Figure 1. Signal wires on met3 (run 1).
(4 px per µm)
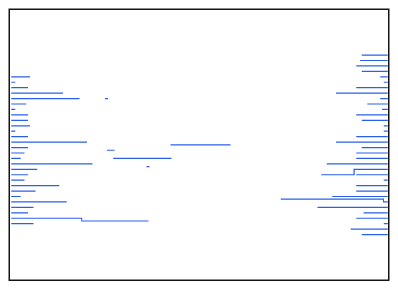
Figure 2. Cell sizes after repair (run 1).
(4 px per µm)
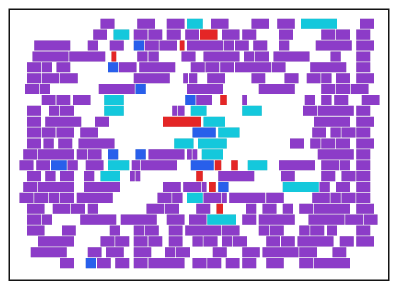
Figure 3. Placement by cell class (run 1).
(4 px per µm) Fill, decap, tap and diode cells in gray.
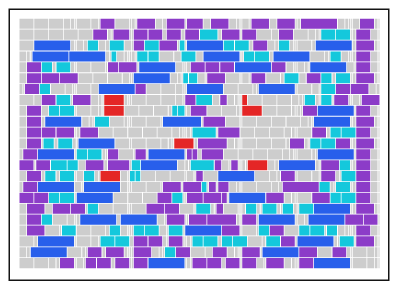
==> config.mk <==
export PLATFORM = sky130hd
export DESIGN_NAME = regfile_write_arbiter
export DESIGN_NICKNAME = d
export VERILOG_FILES = /design/src/rtl/regfile_pkg.sv /design/src/rtl/flopRE.sv /design/src/rtl/round_robin_arbiter.sv /design/src/rtl/regfile_write_arbiter.sv
export SDC_FILE = /design/constraint.sdc
export NUM_CORES = 1
export LEC_CHECK = 0
export CAP_MARGIN = 20
export CORE_ASPECT_RATIO = 0.7
export CORE_MARGIN = 2
export CORE_UTILIZATION = 32
export CTS_CLUSTER_SIZE = 24
export DETAILED_ROUTE_END_ITERATION = 16
export GPL_TIMING_DRIVEN = 0
export PLACE_DENSITY = 0.81
export SKIP_CTS_REPAIR_TIMING = 1
export SLEW_MARGIN = 40
export SYNTH_ARGS = -nofsm -noshare
export SYNTH_HDL_FRONTEND = slang
export SYNTH_SLANG_ARGS = --single-unit
==> constraint.sdc <==
create_clock -name clk -period 1.2 [get_ports clk]
set_input_delay 0.18 -clock clk [delete_from_list [all_inputs] [get_ports clk]]
set_output_delay 0.18 -clock clk [all_outputs]
set_load 0.02 [all_outputs]
==> results.json, run 1 <==
{
  "track_usage_pct": 17.9,
  "violations": "setup timing",
  "maxPowerGroup": "sequential cells",
  "drtIter0Drc": 104,
  "synth_area_um2": 1840,
  "dr_wl_met3_um": 490,
  "yosys.stat.seqShare_pct": 55.9,
  "slew_headroom_pct": 62.9,
  "met2_usage_pct": 28.8,
  "cts_tree": "built",
  "dp_hpwl_um": 4030,
  "crit_fanout": 10,
  "min_period_ps": 1470,
  "syn_inst": 145,
  "p_sw_uw": 1140,
  "pg_seq_uw": 1640,
  "rr_worst_depth": 5,
  "gp_congestion": 0.695,
  "die_y_um": 67.4,
  "final_nets": 360,
  "vdd_drop_max_v": 0.000479,
  "clock-sinks": 41,
  "drcViolationCount": 0,
  "tns_ps": -3650,
  "max_stage_delay_ps": 450,
  "lay_top_cells": "clkdlybuf4s50_1, dlymetal6s2s_1, dfrtp_1",
  "warnings": 28,
  "wl_met1_um": 2690,
  "die_area_um2": 6370,
  "crit_path_start_kind": "flip-flop",
  "numSynthFlops": 41,
  "yosys_most_used_dff": "dfrtp_1",
  "fmax_mhz": 681,
  "synth_cell_type_count": 16,
  "synth.cells.most_frequent": "dfrtp_1, o21a_1, o32a_1",
  "syn-num-nets": 223,
  "antenna_left": 0,
  "arrival_ps": 1290,
  "p_per_area_nw_per_um2": 1120,
  "grt_pass1_wl_um": 8710,
  "yosysCellCount": 145,
  "required_ps": 1020,
  "lay_top_count": "clkdlybuf4s50_1",
  "top_area_share_pct": 55.9,
  "grt_max_degree": 42,
  "yosys_warnings": 0,
  "async_flop_share_pct": 100,
  "core_area_um2": 5640,
  "power.internal_uw": 2810,
  "drive_gt1_share_pct": 13.8,
  "setup_viol_count_final": 36,
  "cp-end-kind": "primary output",
  "reg2reg_slack_ps": -130,
  "fp_util_pct": 32.5,
  "yosysMostFrequentCell": "dfrtp_1",
  "io_buffers": 119,
  "finalNonFillerCells": 357,
  "hold_viol": 0,
  "min_path_type": "in2async",
  "dieWidth_um": 94.5,
  "dp.cells": 339,
  "power.switching_fraction_pct": 28.8,
  "power_frac_seq_pct": 41.6,
  "worst_pin_slew_ps": 556,
  "dr_wl_met2_um": 2820,
  "finalCritPeriodShare_pct": 122,
  "outcome": "complete, but fails checks",
  "clk_latency_ps": 290,
  "cp_num_buf_inv": 3,
  "yosysTopAreaCell": "dfrtp_1",
  "numCtsBuffers": 5,
  "antenna_found_initial": 0,
  "syn_area_per_cell_um2": 12.7,
  "setup_slack_ps": -268,
  "cts_root_buf": "clkbuf_8",
  "clock_path_buffers": 2,
  "holdWs_ps": 416,
  "grt.overflow.total": 0,
  "skew_ps": 6.90,
  "final_core_util_pct": 62.6,
  "placed_area_um2": 3120,
  "wire_per_inst_um": 16.9,
  "p_leak_uw": 0.00163,
  "drtPass1Iterations": 4,
  "gr-usage-met1_pct": 23.3,
  "powerComb_uw": 1400,
  "power_frac_comb_pct": 35.5,
  "cp_top_family": "flip-flops",
  "cp_num_cells": 4,
  "viasPerCell": 5.10,
  "topCellsByArea": "dfrtp_1, o32a_1, o21a_1, buf_2, buf_6",
  "grt_pass1_vias": 1749,
  "largest_reg_flops": 32,
  "critPathSlowestCell": "dfrtp_2",
  "pwr-share-clk_pct": 22.9,
  "crit_chain": "a21bo_4 > buf_8 > inv_2 > buf_6",
  "num_antenna_cells": 0
}
-- Figure 1 (at the start) --
The longest straight run is 25.5 µm. The wires run mostly horizontal. The layer holds 8.1% of the routed length. The layer carries 490 µm of wire.
met3 Track Usage GR: 5.80%
routed wire length: 6030 µm
via count: 1819

-- Figure 2 (at the start) --
Key: x2 = red [cells 10, share 3.5%, most used buf_2]; x6 and larger = cyan [cells 18, share 6.4%, most used clkbuf_8]; x3 and x4 = blue [cells 11, share 3.9%, most used buf_4]; x1 and smaller = purple [cells 243, share 86%, most used clkdlybuf4s50_1]
Non-Clock Buffer Count: 146
Finished Cell Area: 3530 µm²
synth-to-layout area growth: 92.3%
setup slack after layout: -268 ps

-- Figure 3 (at the start) --
Key: remaining buffers and delay cells = purple [cells 146, share of their area 46%]; remaining logic cells = cyan [cells 88, share of their area 22%]; sequential cells = blue [cells 41, share of their area 30%]; clock drivers and dummy loads = red [cells 7, share of their area 2.5%]
flop share of the area: 29.1%
# rows: 23

run 1: area by class of cell:
| class | count | area, µm² |
|---|---|---|
| inverter | 4 | 15.0 |
| buffer | 15 | 133 |
| clock buffer | 7 | 86.3 |
| sequential | 41 | 1030 |
| timing repair buffer | 131 | 1440 |
| tap | 75 | 93.8 |
| fill | 485 | 2110 |
| multi-input combinational | 84 | 734 |
run 1: cells by family after synthesis:
family | count (synthesis) | share of synthesized area (%)
compound gates | 78 | 36.5
flops | 41 | 55.9
buf+inv | 20 | 5.59
simple gates | 5 | 1.43
mux | 1 | 0.613
run 1: through the flow:
stage	total power, µW	setup WS (ps)
final	3940	-268
after global placement	2950	-1160
after global routing	4170	-313
after detailed placement	2970	-932
after floorplan	2240	-24.7
after CTS	3900	-940
Figure 4. Routing congestion map (run 1).
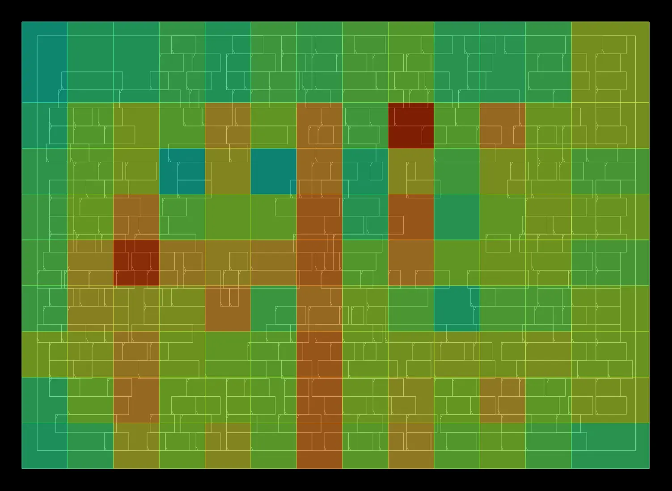

## Run 2: what changed since run 1
--- a/config.mk
+++ b/config.mk
@@ -8,11 +8,11 @@
 export CAP_MARGIN = 20
 export CORE_ASPECT_RATIO = 0.7
 export CORE_MARGIN = 2
-export CORE_UTILIZATION = 32
+export CORE_UTILIZATION = 31
 export CTS_CLUSTER_SIZE = 24
 export DETAILED_ROUTE_END_ITERATION = 16
 export GPL_TIMING_DRIVEN = 0
-export PLACE_DENSITY = 0.81
+export PLACE_DENSITY = 0.77
 export SKIP_CTS_REPAIR_TIMING = 1
 export SLEW_MARGIN = 40
 export SYNTH_ARGS = -nofsm -noshare
==> constraint.sdc (replaced) <==
create_clock -name clk -period 1.7 [get_ports clk]
set_input_delay 0.255 -clock clk [delete_from_list [all_inputs] [get_ports clk]]
set_output_delay 0.255 -clock clk [all_outputs]
set_load 0.02 [all_outputs]
Figure 5. Routing congestion map (run 2).
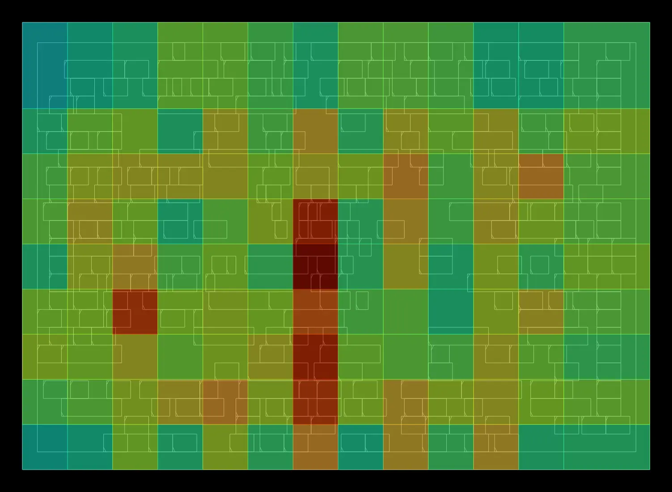
grt met1 use: 22.7%
Total GRT Usage: 17.3%
met3 Track Usage GR: 6.17%
M2 GR Usage: 27.7%

==> run 2 against run 1 <==
The flow now finishes without violations. Critical path depth up 1. Combinational power decreased by 34%. Synthesized cell count did not move. Setup slack gained 340 ps. Die size is 3.1% higher. Hold slack improved by 90 ps. Largest cell class unchanged. Via count shrank 1.9%. Cell area is 8.0% lower. Non-clock buffer count decreased by 8. Sequential power fell by 29%. Global-route usage down 0.55 points.
==> results.json, run 2 <==
{
  "outcome": "complete, no violations",
  "die_y_um": 68.4,
  "fmax_mhz": 615,
  "critPathSlowestCell": "dfrtp_2",
  "drive_gt1_share_pct": 9.85,
  "syn_inst": 145,
  "skew_ps": 4.14,
  "area.sequential_um2": 1030,
  "yosys.stat.seqShare_pct": 55.9,
  "final_core_util_pct": 56.7,
  "tns_ps": 0,
  "seq_cells": 41,
  "dp_hpwl_um": 4160,
  "clk_latency_ps": 280,
  "yosys_warnings": 0,
  "power.switching_fraction_pct": 28.5,
  "cp_num_cells": 5,
  "yosys_most_used_dff": "dfrtp_1",
  "crit_fanout": 10,
  "power_frac_comb_pct": 34.1,
  "finalPower_uw": 2720,
  "finalNonFillerCells": 349,
  "p_per_area_nw_per_um2": 837,
  "pwr-share-clk_pct": 23.2,
  "arrival_ps": 1370,
  "topCellsByArea": "dfrtp_1, o32a_1, o21a_1, buf_2, buf_6",
  "cp-end-kind": "primary output",
  "yosysCellCount": 145,
  "final_nets": 352,
  "viasPerCell": 5.11,
  "drt_wl_total_um": 5790,
  "sh_comb_area_pct": 22.1,
  "seq_area_share_pct": 31.6,
  "clock-sinks": 41,
  "placed_area_um2": 3120,
  "drcViolationCount": 0,
  "synth_area_um2": 1840,
  "syn_area_per_cell_um2": 12.7,
  "worst_pin_slew_ps": 546,
  "slew_headroom_pct": 63.6,
  "antenna_left": 0,
  "power_frac_seq_pct": 42.7,
  "inverters": 4,
  "synth.cells.most_frequent": "dfrtp_1, o21a_1, o32a_1",
  "required_ps": 1440,
  "power.internal_uw": 1940,
  "nMultiInputCombCells": 84,
  "grt.overflow.total": 0,
  "rows": 23,
  "setup_slack_ps": 73.9,
  "crit_chain": "o21ai_2 > buf_4 > buf_6 > inv_2 > clkbuf_2",
  "fp_util_pct": 32.1,
  "pre_cts_ws_ps": -636,
  "min_period_ps": 1630,
  "cts_tree": "built",
  "antenna_found_initial": 0,
  "syn_to_final_growth_pct": 76.9,
  "dieWidth_um": 96.0,
  "reg2reg_slack_ps": 260,
  "clock_path_buffers": 2,
  "core_area_um2": 5730,
  "crit_path_start_kind": "flip-flop",
  "yosysMostFrequentCell": "dfrtp_1",
  "setup_viol_count_final": 0,
  "cp_top_family": "buffers and inverters",
  "hold_viol": 0,
  "p_sw_uw": 773,
  "io_buffers": 119,
  "maxPowerGroup": "sequential cells",
  "numCtsBuffers": 5,
  "p_leak_uw": 0.00124,
  "yosysTopAreaCell": "dfrtp_1",
  "cts_root_buf": "clkbuf_8",
  "clkbuf_count": 7,
  "finalCritPeriodShare_pct": 95.7,
  "top_area_share_pct": 55.9,
  "n_all_buffers": 138,
  "grt_pass1_wl_um": 8530,
  "synth_cell_type_count": 16,
  "gp_congestion": 0.706,
  "fillers": 520,
  "grt_max_degree": 42,
  "die_area_um2": 6560,
  "wire_per_inst_um": 16.6,
  "tap_cells": 75,
  "mi_logic_area_um2": 717,
  "drtPass1Iterations": 4,
  "async_flop_share_pct": 100,
  "numSynthFlops": 41
}
==> run 2: cell counts after synthesis <==
No cell type changed its count.
==> run 2: kinds of logic (layout without fill, tap and decap cells) <==
| group | count (synthesis) | in the layout | synth area share (%) |
|---|---|---|---|
| flip-flops | 41 | 41 | 55.9 |
| buffers and inverters | 20 | 149 | 5.59 |
| AND/OR/NAND/NOR | 5 | 5 | 1.43 |
| multiplexers | 1 | 1 | 0.613 |
| AND-OR/OR-AND | 78 | 78 | 36.5 |
==> run 2: layer usage <==
metal / up-vias / share of wire (%) / routed length (µm)
met4: 0 / 0.43 / 25
met1: 860 / 43 / 2520
met5: - / 0 / 0
li1: 837 / - / -
met3: 2 / 11 / 611
met2: 85 / 46 / 2640
Power is estimated from default activity; no workload was simulated.
